==> config.mk <==
export PLATFORM = sky130hd
export DESIGN_NAME = sdcard_wr_sequencer
export DESIGN_NICKNAME = d
export VERILOG_FILES = /design/src/rtl/sdcard_wr_sequencer.sv
export SDC_FILE = /design/constraint.sdc
export NUM_CORES = 1
export LEC_CHECK = 0
export CAP_MARGIN = 10
export CORE_AREA = 3 3 133 135
export DETAILED_ROUTE_END_ITERATION = 7
export DIE_AREA = 0 0 136 138
export SLEW_MARGIN = 40
export SYNTH_ARGS = -nofsm -noshare
export SYNTH_HDL_FRONTEND = slang
export SYNTH_SLANG_ARGS = --single-unit
==> constraint.sdc <==
create_clock -name hdmi_clk -period 3.62 [get_ports hdmi_clk]
set_clock_uncertainty 0.1 [all_clocks]
set_input_delay 0.362 -clock hdmi_clk [delete_from_list [all_inputs] [get_ports hdmi_clk]]
set_output_delay 0.362 -clock hdmi_clk [all_outputs]
set_load 0.02 [all_outputs]
Figure 1. Drive-strength map (run 1).
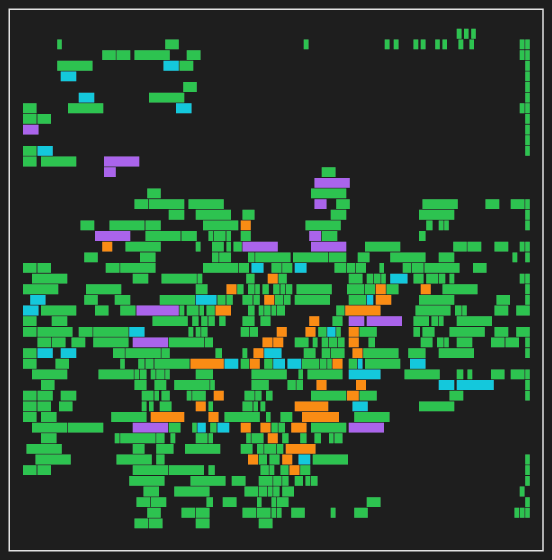
colour	size	cells	share
cyan	x2	29	5.9%
purple	x6 and larger	15	3.1%
green	x1 and smaller	407	83%
orange	x3 and x4	39	8.0%
final critical-path setup slack: 264.3 ps
signed area change from the synthesized netlist to the final layout: 30.39%

Figure 2. Routed metal per tile (run 1).
Bar = 50 um. 27 x 28 tiles, from dark blue (low) to red (high), scaled to the fullest tile. Values are wire area over tile area, all layers added.
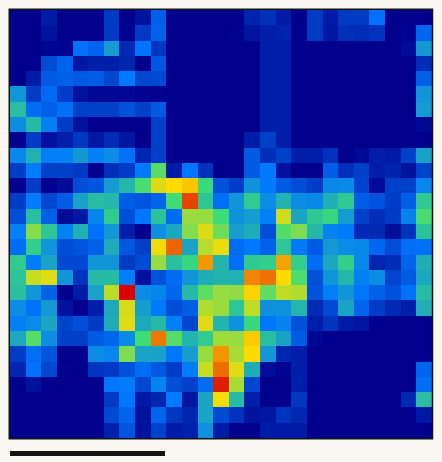
nearly empty tiles	33%
tiles over half the peak	8.5%
mean over tiles	0.081
densest ninth of the die	centre
fullest tile	0.45
average wire per standard cell: 13.31 um
total routed wirelength: 9.449 mm
combined global-route utilization of all metal layers: 10.31%

Figure 3. Cells coloured by class (run 1).
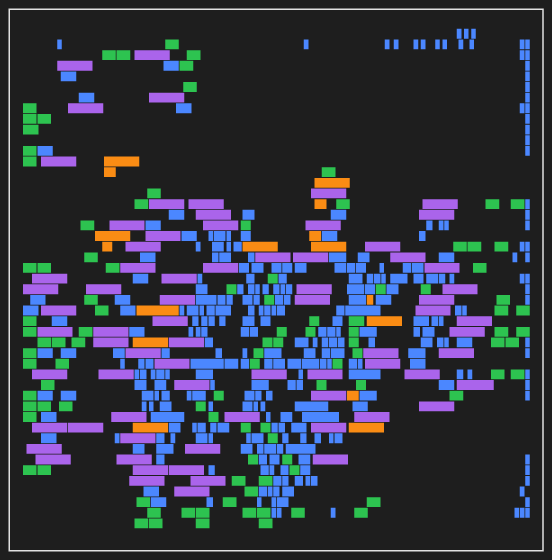
colour	class	cells	share of their area
green	remaining buffers and delay cells	102	19%
blue	remaining logic cells	300	40%
orange	clock drivers and dummy loads	16	5.9%
purple	registers	72	35%
number of standard-cell rows in the floorplan: 47
utilization after layout: 32.50%

==> flow_metrics.rpt <==
FLOW METRICS REPORT
----------------------------------------------------
[Critical path]
  Max stage delay cell, worst path ........................ sky130_fd_sc_hd__fa_2
  Arrival time of the worst setup path ........................ 3500 ps
  Required @ worst endpoint ........................ 3770 ps
  Slowest cell delay on critical path ........................ 400 ps
  Crit. End Element ........................ register
  Reg2reg path depth ........................ 16
  Crit path launch type ........................ register
  Cell repeated most along the worst path ........................ sky130_fd_sc_hd__nand4_1
  Register-to-register setup slack ........................ 260 ps
  Largest driver fanout on the critical path ........................ 6
  Critical setup path kind ........................ register to register
  Crit-path cells ........................ ha_2 > and4_4 > nand4_1 > nor3b_2 > o21ai_2 > a22o_1 > nand2_2 > inv_2 > ha_4 > fa_2 > nor2b_1 > mux2i_1 > nand4_1 > buf_6 > and3_4 > o31ai_2

[Die]
  Number of top-level pins ........................ 125
  Die X-Extent ........................ 136 um
  Core Region ........................ 16580 um^2
  DIE AREA ........................ 18770 um^2
  Die Span Y ........................ 138 um
  Starting utilization of the core area ........................ 24.93%

[Global routing]
  Total gr overflow ........................ 0
  Wire length of the first global-routing pass ........................ 15.73 mm
  Largest net degree at the start of global routing ........................ 73
  Initial antenna violation count ........................ 0
  Number of global-route vias before repair ........................ 3107

[Synthesis]
  Synth area leader ........................ sky130_fd_sc_hd__dfrtp_1
  Area figure in the yosys stat output ........................ 4134 um^2
  Number of distinct library cells after synthesis ........................ 54
  Top cells by instance count after synthesis ........................ sky130_fd_sc_hd__dfrtp_1 (71), sky130_fd_sc_hd__buf_4 (53), sky130_fd_sc_hd__nor2_1 (24), sky130_fd_sc_hd__nand2_1 (21), sky130_fd_sc_hd__mux2_1 (19)
  Register area share after synthesis ........................ 43.61%
  Post-synth top flop ........................ sky130_fd_sc_hd__dfrtp_1
  Average size of a mapped cell ........................ 10.65 um^2
  Post-synthesis instance area ........................ 4134 um^2
  Top area cell types ........................ sky130_fd_sc_hd__dfrtp_1 (43%), sky130_fd_sc_hd__buf_4 (9.6%), sky130_fd_sc_hd__mux2_1 (5.2%), sky130_fd_sc_hd__ha_1 (3.6%), sky130_fd_sc_hd__mux2_2 (3.5%)
  Share of the synthesized area in the top cell type ........................ 42.98%
  Cell with the most instances after synthesis ........................ sky130_fd_sc_hd__dfrtp_1
  Number of cells in the yosys synthesis report ........................ 388
  Share of async-settable or async-resettable flops after synthesis ........................ 100.0%
  Gate Count Post-Synth ........................ 388
  Number of enable-type register cells in the synthesized netlist ........................ 0
  Synthesis warning total ........................ 0
  Flops out of synthesis ........................ 72

[Final layout]
  Antenna cell count ........................ 0
  Nets ........................ 521
  Fraction of final layout cells with drive strength greater than 1 ........................ 16.94%
  Number of standard cells in the layout, taps in and fillers out ........................ 710
  Top Layout Cells ........................ sky130_fd_sc_hd__clkdlybuf4s50_1 (71), sky130_fd_sc_hd__dfrtp_1 (71), sky130_fd_sc_hd__conb_1 (52)
  Final cell area excluding filler cells ........................ 5390 um^2

[CTS]
  CTS buffer count ........................ 9
  Later-pin clock latency in the skew report ........................ 340 ps
  Sinks on Clock Net ........................ 72
  Reg clk slew, reported paths ........................ 60 ps
  Deepest level of the CTS H-tree ........................ 3
  Worst-case clock buffer depth ........................ 2
  Clk Tree Root Cell ........................ sky130_fd_sc_hd__clkbuf_16
  CTS tree ........................ done

[Place]
  Area after detailed placement ........................ 4987 um^2
  DP HPWL ........................ 7.018 mm
  Number of cells after detailed placement ........................ 687
  Number of port buffers ........................ 72
  RePlAce Congestion ........................ 0.8486
  Dpl ws ........................ -54.36 ps

[Pwr]
  Power density over the cells ........................ 492.9 nW/um^2
  Total design power ........................ 0.002657 W
  Cell Int Power ........................ 0.001826 W
  Switching part of the total power ........................ 31.27%
  Proportion of power drawn by the clock network ........................ 34.3%
  Leakage power total ........................ 2.417 nW
  Maximum vdd drop ........................ 0.3480 mV
  Switching power ........................ 0.0008307 W
  Comb power frac ........................ 28.1%
  Flop pwr share ........................ 37.6%

[Timing]
  Remaining max-slew budget at the tightest pin ........................ 55.24%
  Sum of negative setup slack ........................ 0 ps
  Final setup violation count ........................ 0
  Timing-limited maximum frequency ........................ 298.0 MHz
  Worst Hold Margin ........................ 379.5 ps
  Final worst path period share ........................ 92.70%
  Time the final worst path needs with I/O delays and setup ........................ 3356 ps
  Max-slew violation count ........................ 0
  Endpoints failing hold ........................ 0
  Slew of the pin with the lowest slew margin ........................ 671.5 ps

[Outcome]
  Run status ........................ finished clean

[Detailed routing]
  Number of detailed-routing iterations run before antenna repair ........................ 4
  Number of nets with antenna violations after detailed routing ........................ 0
  Initial DRC Count ........................ 116
  Post-detailed-route via-to-cell ratio ........................ 4.263
  Total via count in the routed design ........................ 3027
  DRC violation count after routing ........................ 0

[Hold path]
  Min-Delay Path Depth ........................ 2
  Tightest Hold Check Type ........................ register to register

[Run]
  Number of OpenROAD warnings ........................ 29
  Max-cap check violation count ........................ 0

----------------------------------------------------
run 1: layout make-up:
cell class / instances / area [um^2]
Clock inverter: 7 / 77.57
Clock buffer: 9 / 225.2
Inverter: 10 / 37.54
Tap cell: 220 / 275.3
Multi-Input combinational cell: 290 / 2018
Fill cell: 1679 / 11190
Timing Repair Buffer: 102 / 953.4
Sequential cell: 72 / 1803
run 1: critical path, delay by kind of cell, from the launching register on:
family,cells,cell delay [ps]
AOI/OAI and AO/OA,3,540
adders and majority gates,3,780
buffers and inverters,2,210
DFF,1,390
muxes,1,150
and+or+nand+nor,7,1090
run 1: cell families (layout without fill, tap and decap cells):
group           after synthesis  in the layout  share of synthesized area (%)
xor+xnor                     18             18                          3.814
mux                          35             35                          9.443
flops                        72             72                          43.61
other cells                   2             52                         0.1817
fa+ha+maj                    13             13                          4.116
compound gates               60             60                          9.928
buf+inv                      76            128                          13.11
simple gates                112            112                          15.80
run 1: power groups by stage:
stage          combinational [W]  clock [W]  sequential (W)
2_1_floorplan           0.000300          0         0.00115
3_3_place_gp            0.000736          0         0.00101
3_5_place_dp            0.000747          0         0.00101
4_1_cts                 0.000751   0.000938         0.00100
5_1_grt                 0.000797   0.000973         0.00102
6_report                0.000746   0.000912        0.000999
run 1: routing by layer:
metal  global-route usage [%]  routed length, um  vias to the layer above
li1                         -                  -                     1457
met2                    16.17               4391                      104
met5                        0                  0                        -
met1                    13.29               4240                     1456
met3                    3.307                705                       10
met4                    3.767                112                        0
run 1: timing repair:
action,4_1_cts,5_1_grt
setup endpoints to repair,4,6
endpoints found under the hold margin,71,0
hold buffers,1,0
setup buffers,1,5
pin swaps,2,7
resized,2,11
Power figures rest on the tool's default switching activity, not on a simulated workload.
